===== config.mk =====
export PLATFORM = sky130hd
export DESIGN_NAME = uart_rx_flat
export DESIGN_NICKNAME = d
export VERILOG_FILES = /design/src/rtl/uart_rx_if.sv /design/src/rtl/uart_rx.sv /design/src/flat_wrapper.sv
export SDC_FILE = /design/constraint.sdc
export NUM_CORES = 1
export LEC_CHECK = 0
export CORE_ASPECT_RATIO = 1.4
export CORE_UTILIZATION = 53
export CTS_CLUSTER_SIZE = 10
export DETAILED_ROUTE_END_ITERATION = 10
export PLACE_DENSITY = 0.77
export SYNTH_ARGS = -nofsm -noshare
export SYNTH_HDL_FRONTEND = slang
export SYNTH_SLANG_ARGS = --single-unit

===== constraint.sdc =====
create_clock -name clock -period 1.4 [get_ports clock]
set_input_delay 0.35 -clock clock [delete_from_list [all_inputs] [get_ports clock]]
set_output_delay 0.35 -clock clock [all_outputs]
set_load 0.01 [all_outputs]

===== src/rtl/uart_rx_if.sv =====
// Receiver-side UART signal bundle: line input, frame config and the received-byte result.
// master = register block / line driver, slave = uart_rx.
interface uart_rx_if;
    logic       rx_en;
    logic [1:0] parity_type;
    logic       nstop;
    logic       rxd;
    logic [7:0] data_out;
    logic       data_valid;
    logic       parity_error;
    logic       frame_error;
    logic       rx_busy;

    modport master (
        output rx_en, parity_type, nstop, rxd,
        input  data_out, data_valid, parity_error, frame_error, rx_busy
    );

    modport slave (
        input  rx_en, parity_type, nstop, rxd,
        output data_out, data_valid, parity_error, frame_error, rx_busy
    );
endinterface


===== src/rtl/uart_rx.sv =====
// UART receiver: one bit per clock, start + 8 data LSB-first + optional parity + 1/2 stop bits.
// Latency: data_valid pulses for one cycle right after the final stop-bit sample edge.
// No backpressure: the byte and flags are held until the next frame, and the pulse is not repeated.
module uart_rx (
    input  logic clock,
    input  logic reset,
    uart_rx_if.slave bus
);
    typedef enum logic [2:0] {
        IDLE   = 3'd0,
        DATA   = 3'd2,
        PARITY = 3'd3,
        STOP1  = 3'd4,
        STOP2  = 3'd5
    } state_t;

    state_t     present_state;
    logic [2:0] bit_cnt;
    logic [7:0] shift_reg;
    logic [1:0] cfg_parity;
    logic       cfg_nstop;
    logic       pend_parity;
    logic       pend_frame;

    logic [7:0] data_out_q;
    logic       data_valid_q;
    logic       parity_error_q;
    logic       frame_error_q;
    logic       rx_busy_q;

    always_ff @(posedge clock) begin
        if (reset) begin
            present_state  <= IDLE;
            bit_cnt        <= 3'd0;
            shift_reg      <= 8'd0;
            cfg_parity     <= 2'd0;
            cfg_nstop      <= 1'b0;
            pend_parity    <= 1'b0;
            pend_frame     <= 1'b0;
            data_out_q     <= 8'd0;
            data_valid_q   <= 1'b0;
            parity_error_q <= 1'b0;
            frame_error_q  <= 1'b0;
            rx_busy_q      <= 1'b0;
        end else begin
            data_valid_q <= 1'b0;
            case (present_state)
                IDLE: begin
                    // Config is captured at the start sample so mid-frame changes cannot corrupt it
                    if (bus.rx_en && !bus.rxd) begin
                        present_state <= DATA;
                        bit_cnt       <= 3'd0;
                        cfg_parity    <= bus.parity_type;
                        cfg_nstop     <= bus.nstop;
                        pend_parity   <= 1'b0;
                        pend_frame    <= 1'b0;
                        rx_busy_q     <= 1'b1;
                    end
                end
                DATA: begin
                    shift_reg[bit_cnt] <= bus.rxd;
                    bit_cnt            <= bit_cnt + 3'd1;
                    if (bit_cnt == 3'd7)
                        present_state <= cfg_parity[1] ? PARITY : STOP1;
                end
                PARITY: begin
                    if (bus.rxd != (^shift_reg ^ cfg_parity[0]))
                        pend_parity <= 1'b1;
                    present_state <= STOP1;
                end
                STOP1: begin
                    if (cfg_nstop) begin
                        pend_frame    <= pend_frame | ~bus.rxd;
                        present_state <= STOP2;
                    end else begin
                        data_out_q     <= shift_reg;
                        parity_error_q <= pend_parity;
                        frame_error_q  <= pend_frame | ~bus.rxd;
                        data_valid_q   <= 1'b1;
                        pend_parity    <= 1'b0;
                        pend_frame     <= 1'b0;
                        rx_busy_q      <= 1'b0;
                        present_state  <= IDLE;
                    end
                end
                STOP2: begin
                    data_out_q     <= shift_reg;
                    parity_error_q <= pend_parity;
                    frame_error_q  <= pend_frame | ~bus.rxd;
                    data_valid_q   <= 1'b1;
                    pend_parity    <= 1'b0;
                    pend_frame     <= 1'b0;
                    rx_busy_q      <= 1'b0;
                    present_state  <= IDLE;
                end
                default: begin
                    present_state <= IDLE;
                    rx_busy_q     <= 1'b0;
                end
            endcase
        end
    end

    assign bus.data_out     = data_out_q;
    assign bus.data_valid   = data_valid_q;
    assign bus.parity_error = parity_error_q;
    assign bus.frame_error  = frame_error_q;
    assign bus.rx_busy      = rx_busy_q;
endmodule


===== src/flat_wrapper.sv =====
// flat-port wrapper written by rule: the top's interface ports become plain ports
module uart_rx_flat 
  (clock, reset, bus_rx_en, bus_parity_type, bus_nstop, bus_rxd, bus_data_out, bus_data_valid, bus_parity_error, bus_frame_error, bus_rx_busy);
  uart_rx_if bus_i ();
  input  logic clock;
  input  logic reset;
  input wire logic [$bits(bus_i.rx_en)-1:0] bus_rx_en;
  input wire logic [$bits(bus_i.parity_type)-1:0] bus_parity_type;
  input wire logic [$bits(bus_i.nstop)-1:0] bus_nstop;
  input wire logic [$bits(bus_i.rxd)-1:0] bus_rxd;
  output wire logic [$bits(bus_i.data_out)-1:0] bus_data_out;
  output wire logic [$bits(bus_i.data_valid)-1:0] bus_data_valid;
  output wire logic [$bits(bus_i.parity_error)-1:0] bus_parity_error;
  output wire logic [$bits(bus_i.frame_error)-1:0] bus_frame_error;
  output wire logic [$bits(bus_i.rx_busy)-1:0] bus_rx_busy;
  assign bus_i.rx_en = bus_rx_en;
  assign bus_i.parity_type = bus_parity_type;
  assign bus_i.nstop = bus_nstop;
  assign bus_i.rxd = bus_rxd;
  assign bus_data_out = bus_i.data_out;
  assign bus_data_valid = bus_i.data_valid;
  assign bus_parity_error = bus_i.parity_error;
  assign bus_frame_error = bus_i.frame_error;
  assign bus_rx_busy = bus_i.rx_busy;
  uart_rx u_core (.clock(clock), .reset(reset), .bus(bus_i));
endmodule

==> impl_metrics.xml <==
<?xml version="1.0" encoding="UTF-8"?>
<metrics>
  <group name="sta">
    <metric name="fmax" unit="MHz">754</metric>
    <metric name="worst_hold_slack" unit="ns">0.461</metric>
    <metric name="period_used_share" unit="%">94.7</metric>
    <metric name="slew_violations" unit="">0</metric>
    <metric name="setup_viol" unit="">0</metric>
    <metric name="grt_setup_unrepaired" unit="">true</metric>
    <metric name="finalCriticalPeriod" unit="ns">1.33</metric>
    <metric name="fin_setup_tns" unit="ns">0</metric>
  </group>
  <group name="layout">
    <metric name="finish.instance_area" unit="um2">1840</metric>
    <metric name="antennaDiodeCount" unit="">0</metric>
    <metric name="combAreaFraction" unit="%">41.5</metric>
    <metric name="top_cell_class_by_occupied_area" unit="">combinational gates</metric>
    <metric name="most-common-layout-cells" unit="">sky130_fd_sc_hd__nand2_1 (28), sky130_fd_sc_hd__dfxtp_1 (26), sky130_fd_sc_hd__buf_4 (18)</metric>
    <metric name="filler_cell_count" unit="">204</metric>
    <metric name="layout.nonclk_buf_share" unit="%">18.0</metric>
    <metric name="final_cells" unit="">234</metric>
    <metric name="layout.core_utilization" unit="%">74.5</metric>
    <metric name="mi_logic_area" unit="um2">763</metric>
    <metric name="multiInputCombCellCount" unit="">119</metric>
    <metric name="layout.cells.most_common" unit="">sky130_fd_sc_hd__nand2_1</metric>
    <metric name="area_share_clock_buf_inv" unit="%">3.06</metric>
    <metric name="drive_gt1_share" unit="%">20.5</metric>
    <metric name="area_growth_syn_to_layout" unit="%">28.9</metric>
  </group>
  <group name="worst_hold_path">
    <metric name="worstHoldPathCells" unit="">2</metric>
    <metric name="holdCritPathClass" unit="">reg -&gt; reg</metric>
    <metric name="worst_hold_startpoint" unit="">u_core.pend_parity</metric>
  </group>
  <group name="synthesis">
    <metric name="mappedNetlistArea" unit="um2">1430</metric>
    <metric name="post_synth_fa_ha_maj_area_fraction" unit="%">1.75</metric>
    <metric name="yosys.area_share.simple" unit="%">27.6</metric>
    <metric name="synth-warning-count" unit="">0</metric>
    <metric name="topCellsByArea" unit="">sky130_fd_sc_hd__dfxtp_1 (44%), sky130_fd_sc_hd__nand2_1 (7.4%), sky130_fd_sc_hd__mux2i_1 (6.3%)</metric>
    <metric name="yosys.cell_count.top_type" unit="">sky130_fd_sc_hd__dfxtp_1</metric>
    <metric name="post_synthesis_mux_area_share" unit="%">6.32</metric>
    <metric name="yosys-stat-area" unit="um2">1430</metric>
    <metric name="topCombFamilyByArea" unit="">simple AND/OR/NAND/NOR gates</metric>
    <metric name="syn_avg_cell_area" unit="um2">8.75</metric>
    <metric name="async_reset_ff_share" unit="%">0</metric>
    <metric name="ys_sh_aoi" unit="%">10.4</metric>
    <metric name="edf_count" unit="">0</metric>
    <metric name="postSynthRegisterBits" unit="">31</metric>
    <metric name="ys_types" unit="">33</metric>
  </group>
  <group name="pwr">
    <metric name="power_of_the_sequential_group" unit="mW">0.915</metric>
    <metric name="comb_cell_power" unit="mW">0.203</metric>
    <metric name="power_top_consumer" unit="">registers</metric>
    <metric name="seq_power_share" unit="%">55.2</metric>
    <metric name="power.share.clock" unit="%">32.5</metric>
    <metric name="ir_worst_vdd" unit="V">0.000602</metric>
    <metric name="power.internal" unit="mW">1.24</metric>
  </group>
  <group name="clocking">
    <metric name="clk_root_buffer_cell" unit="">sky130_fd_sc_hd__clkbuf_4</metric>
    <metric name="clock_sinks" unit="">31</metric>
    <metric name="tritoncts.num_buffers" unit="">5</metric>
    <metric name="maximum_level_of_the_cts_h_tree" unit="">2</metric>
    <metric name="post-cts-setup-buffers" unit="">0</metric>
  </group>
  <group name="die">
    <metric name="floorplanUtilization" unit="%">57.8</metric>
    <metric name="nWellTaps" unit="">34</metric>
    <metric name="fp.dieArea" unit="um2">2910</metric>
  </group>
  <group name="worst_setup_path">
    <metric name="cp_data_required_time" unit="ns">1.63</metric>
    <metric name="cp-endpoint" unit="">u_core.pend_parity</metric>
    <metric name="worst_path_max_delay_cell" unit="">sky130_fd_sc_hd__dfxtp_1</metric>
    <metric name="critPathMaxStageDelay" unit="ns">0.42</metric>
    <metric name="worstSetupPathType" unit="">reg -&gt; reg</metric>
    <metric name="rrSetupSlack" unit="ns">0.07</metric>
    <metric name="critical_path_depth" unit="">4</metric>
    <metric name="critPathTopFamily" unit="">XOR/XNOR gates</metric>
  </group>
  <group name="global_routing">
    <metric name="grt_antenna_before_repair" unit="">0</metric>
    <metric name="via_count_of_the_first_global_routing_pass" unit="">1184</metric>
    <metric name="wire_length_of_the_first_global_routing_pass" unit="mm">5.31</metric>
    <metric name="grt_max_degree" unit="">15</metric>
    <metric name="groute.layer.met3.usage" unit="%">8.02</metric>
  </group>
  <group name="route">
    <metric name="drt_pass1_iterations" unit="">4</metric>
    <metric name="route.detailed.wl_per_inst" unit="um">13.6</metric>
    <metric name="routed.top_layer" unit="">met4</metric>
    <metric name="route.detailed.drc" unit="">0</metric>
    <metric name="first_iter_violations" unit="">30</metric>
    <metric name="met1_length" unit="mm">1.31</metric>
    <metric name="avgViaCountPerCell" unit="">5.34</metric>
  </group>
  <group name="placed_design">
    <metric name="final_replace_weighted_congestion" unit="">0.833</metric>
    <metric name="hpwlAfterDp" unit="mm">2.31</metric>
    <metric name="place_ws" unit="ns">-0.236</metric>
    <metric name="buffer_ports.inserted" unit="">18</metric>
  </group>
  <group name="flow_run">
    <metric name="maxCapViolCount" unit="">0</metric>
    <metric name="count_of_tool_warnings" unit="">27</metric>
  </group>
  <group name="status">
    <metric name="status" unit="">finished, final reports clean</metric>
  </group>
</metrics>
Figure 1. Signal wires on met1.
Supply wires on this layer in gray.
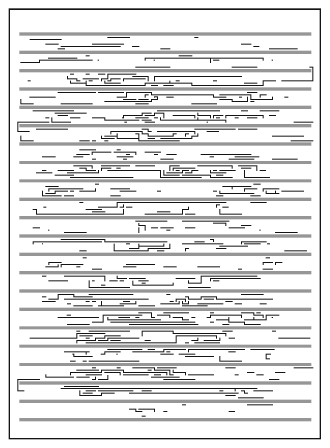
longest straight run	29.0 um
nets with wire on the layer	191
wire length on this layer	1310 um

Figure 2. Metal 2.
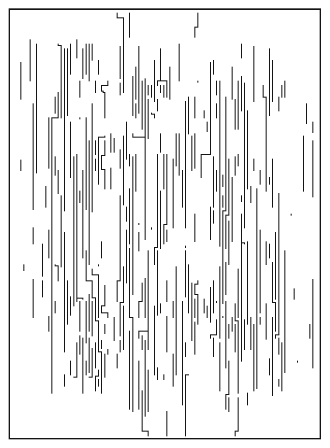
nets with wire on the layer	181
longest straight run	40.8 um
share of all routed wire	52%

Figure 3. The metal 3 layer.
Scale bar: 10 um. Cells faint in the background.
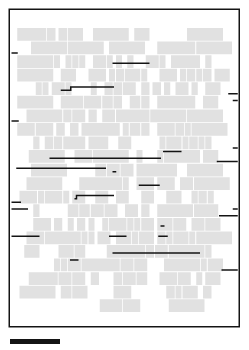
share of all routed wire	3.9%
longest straight run	22.1 um
wire length on this layer	124 um
main direction	horizontal

Power and IR drop assume default switching activity.
